==> config.mk <==
export PLATFORM = sky130hd
export DESIGN_NAME = demux13_capture
export DESIGN_NICKNAME = d
export VERILOG_FILES = /design/src/rtl/demux_pkg.sv /design/src/rtl/mod13_counter.sv /design/src/rtl/demux13_capture.sv
export SDC_FILE = /design/constraint.sdc
export NUM_CORES = 1
export LEC_CHECK = 0
export CAP_MARGIN = 20
export CORE_MARGIN = 8
export CORE_UTILIZATION = 50
export DETAILED_ROUTE_END_ITERATION = 8
export DONT_BUFFER_PORTS = 1
export PLACE_DENSITY = 0.68
export SKIP_CTS_REPAIR_TIMING = 1
export SYNTH_ARGS = -nofsm -noshare
export SYNTH_HDL_FRONTEND = slang
export SYNTH_SLANG_ARGS = --single-unit
==> constraint.sdc <==
create_clock -name clk -period 1.3 [get_ports clk]
set_input_delay 0.325 -clock clk [delete_from_list [all_inputs] [get_ports clk]]
set_output_delay 0.325 -clock clk [all_outputs]
set_load 0.01 [all_outputs]
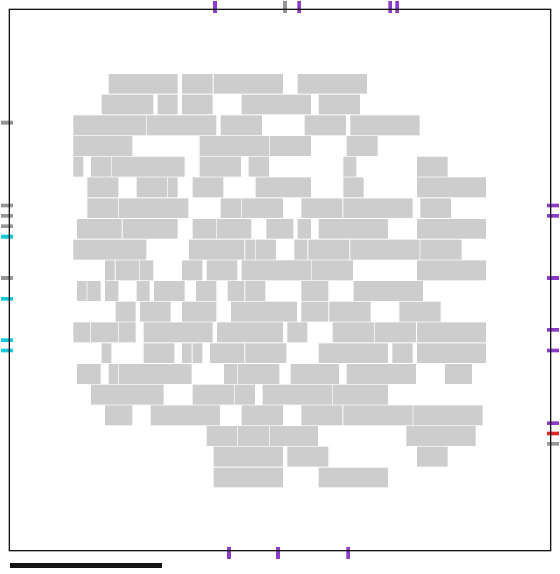
*Ports around the boundary, run 1*
Bar = 20 um. Pins as bars across the die edge, other pins in grey.
legend:
  red:
    port: o_valid
    pins: 1
    direction: output
    edge: right
  purple:
    port: o
    pins: 13
    direction: output
    edge: 6 right, 4 top, 3 bottom
  cyan:
    port: s
    pins: 4
    direction: output
    edge: left
all pins by edge: 9 left, 8 right, 5 top, 3 bottom
overall die height: 70.89 um
overall die width: 70.89 um
Port Buffer Count: 0

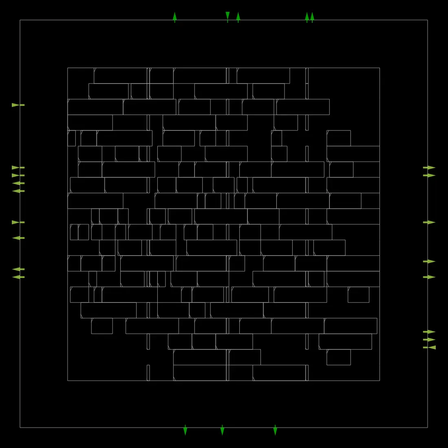
*Placed standard cells, run 1*
utilization after layout: 0.6475
final sequential cell count: 33
number of cells in the finished layout apart from fillers: 159

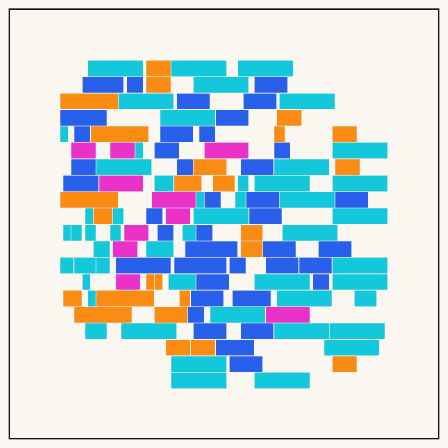
*Cells by drive strength, run 1*
legend:
  cyan:
    size: x1 and smaller
    cells: 51
  magenta:
    size: x6 and larger
    cells: 10
  orange:
    size: x2
    cells: 25
  blue:
    size: x3 and x4
    cells: 40
area growth from synthesis to final layout: 26.91%
worst setup margin: -148.9 ps
post-route standard cell area excluding fillers: 1912 um2
Repair and plain buffers: 18

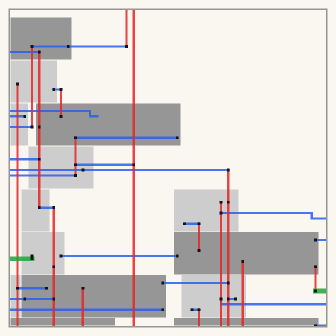
*A small window of the routed layout, run 1*
Window x 43 to 63, y 43 to 63 um. Cells in grey, sequential cells in the stronger grey; small squares are vias.
legend:
  green:
    layer: M3
  blue:
    layer: M1
  red:
    layer: M2
most frequent: mux2_2 (3), dfrtp_1 (3)
sequential cells in the window: 3
cells with their middle in the window: 9

==> flow_summary.yaml, run 1 <==
# yosys + openroad results
timing:
  final-setup-viol-count: 26
  final.setup.worst_slack_ps: -148.9
  maximum_clock_skew_at_final_layout_ps: 8.787
  timing.final.max_slew_violations: 0
  maxSlewHeadroom: 0.8523
  hold_viol_final: 0
yosys:
  post-synth-top-area-cell: "sky130_fd_sc_hd__dfrtp_1"
  common_cells: "33 x sky130_fd_sc_hd__dfrtp_1, 16 x sky130_fd_sc_hd__mux2_2, 9 x sky130_fd_sc_hd__mux2_4"
  synth_largest_type_area_fraction: 0.5482
  synth-xor-area-share: 0
  post-synth-top-count-cell: "sky130_fd_sc_hd__dfrtp_1"
  synth.lib_cells_used.distinct: 28
  ffs_latches_synth: 33
worst_setup_path:
  worstRegToRegCells: 4
  critical_path_fanouts_max: 6
  crit_chain: "and4bb_4, buf_12, nand4b_2, mux2_4"
  cp.depth: 4
  critical_path_arrival_ps: 1670
grt:
  pin_count_of_the_biggest_net_entering_global_routing: 34
  global_route.overflow_total: 0
  grt_util_met2: 0.1740
layout:
  final.fill_count: 218
  number_of_logic_gates: 64
  layout.area.top_class: "registers"
  area.sequential_um2: 832.0
placement:
  numPlacedInstances: 147
  globalplace.congestion: 0.7509
  dpl.hpwl_um: 1980
route:
  topRoutingLayerUsed: "met4"
pwr:
  p_total_uw: 1717
  switchingPower_uw: 406.7
  power_in_sequential_cells_uw: 1060
  share_seq_of_total_power: 0.615
clock_tree:
  clock_tree_from_tritoncts: "done"
  cts-buffers-inserted: 5
  ctsHtreeMaxLevel: 2
hold_path:
  hold_path_class: "primary input to flip-flop"
  hold-path-cell-count: 1
run_status:
  run_status: "finished with violations"
  violations: "negative setup slack"
floorplanning:
  floorplanUtilization: 0.5102
  core_um2: 2953
### Cell area per tile, run 1

7 x 7 tiles, from white (low) to dark blue (high), 0 to 100% covered.
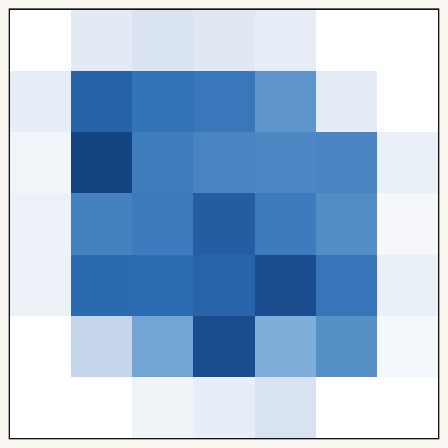

==> inputs of run 2 (changes only) <==
--- a/config.mk
+++ b/config.mk
@@ -11,6 +11,7 @@
 export DETAILED_ROUTE_END_ITERATION = 8
 export DONT_BUFFER_PORTS = 1
 export PLACE_DENSITY = 0.68
+export SETUP_SLACK_MARGIN = 0.05
 export SKIP_CTS_REPAIR_TIMING = 1
 export SYNTH_ARGS = -nofsm -noshare
 export SYNTH_HDL_FRONTEND = slang
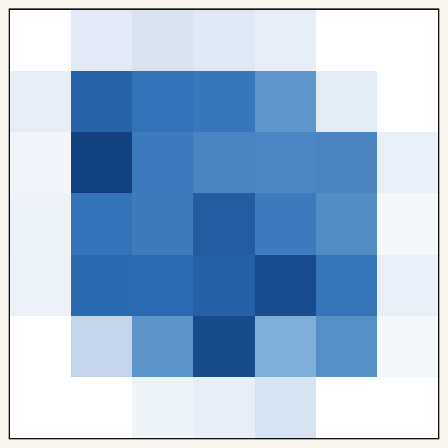
*Cell area per tile, run 2*
7 x 7 tiles, from white (low) to dark blue (high), 0 to 100% covered.
emptiest ninth of the die: top right
nearly empty tiles: 18%
densest ninth of the die: middle
fullest tile: 93%
tiles over 75% full: 16%
utilization after layout: 0.6534
core utilization before placement: 0.5102
core area: 2953 um2

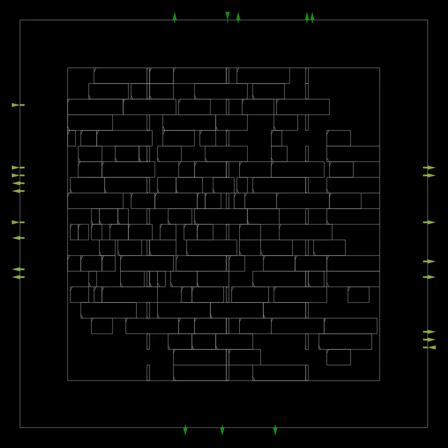
*Placed standard cells, run 2*
share of cell area taken by flip-flops and latches: 0.4313
Core Rows: 20
fill cell count: 216

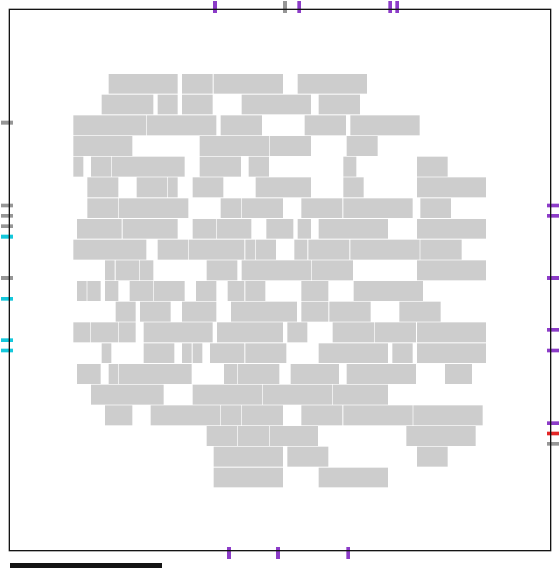
*Ports around the boundary, run 2*
Bar = 20 um. Pins as bars across the die edge, other pins in grey.
legend:
  cyan:
    port: s
    pins: 4
    direction: output
    edge: left
  red:
    port: o_valid
    pins: 1
    direction: output
    edge: right
  purple:
    port: o
    pins: 13
    direction: output
    edge: 6 right, 4 top, 3 bottom

==> run 2 against run 1 <==
Compared with the run above:
- the run still ends with negative setup slack left
- power is essentially flat
- wire length grew 0.46%
- non-clock buffer count is the same
- register-to-register slack is essentially flat
- synthesized cell count is the same
- via count grew 0.80%
- first-iteration DRC count grew 19%
- die area is the same
- critical path depth is the same
- global-route usage is the same
- largest power group unchanged
==> flow_summary.yaml, run 2 <==
# yosys + openroad results
grt:
  pin_count_of_the_biggest_net_entering_global_routing: 34
  grt_util_met2: 0.1740
  global_route.overflow_total: 0
yosys:
  post-synth-top-area-cell: "sky130_fd_sc_hd__dfrtp_1"
  synth.lib_cells_used.distinct: 28
  synth-xor-area-share: 0
  ffs_latches_synth: 33
layout:
  number_of_logic_gates: 64
  final_cells: 159
  area.sequential_um2: 832.0
  layout.area.top_class: "registers"
placement:
  numPlacedInstances: 147
  portBuffers: 0
pwr:
  switchingPower_uw: 405.5
  share_seq_of_total_power: 0.615
  power_in_sequential_cells_uw: 1060
  p_total_uw: 1717
run_status:
  violations: "negative setup slack"
  run_status: "finished with violations"
floorplanning:
  die.size.x_um: 70.89
  overall_die_height_um: 70.89
hold_path:
  hold_path_class: "primary input to flip-flop"
worst_setup_path:
  critical_path_arrival_ps: 1670
  worstRegToRegCells: 4
timing:
  final-setup-viol-count: 26
  maximum_clock_skew_at_final_layout_ps: 9.199
  timing.final.max_slew_violations: 0
  final.setup.worst_slack_ps: -144.7
Power figures rest on the tool's default switching activity, not on a simulated workload.
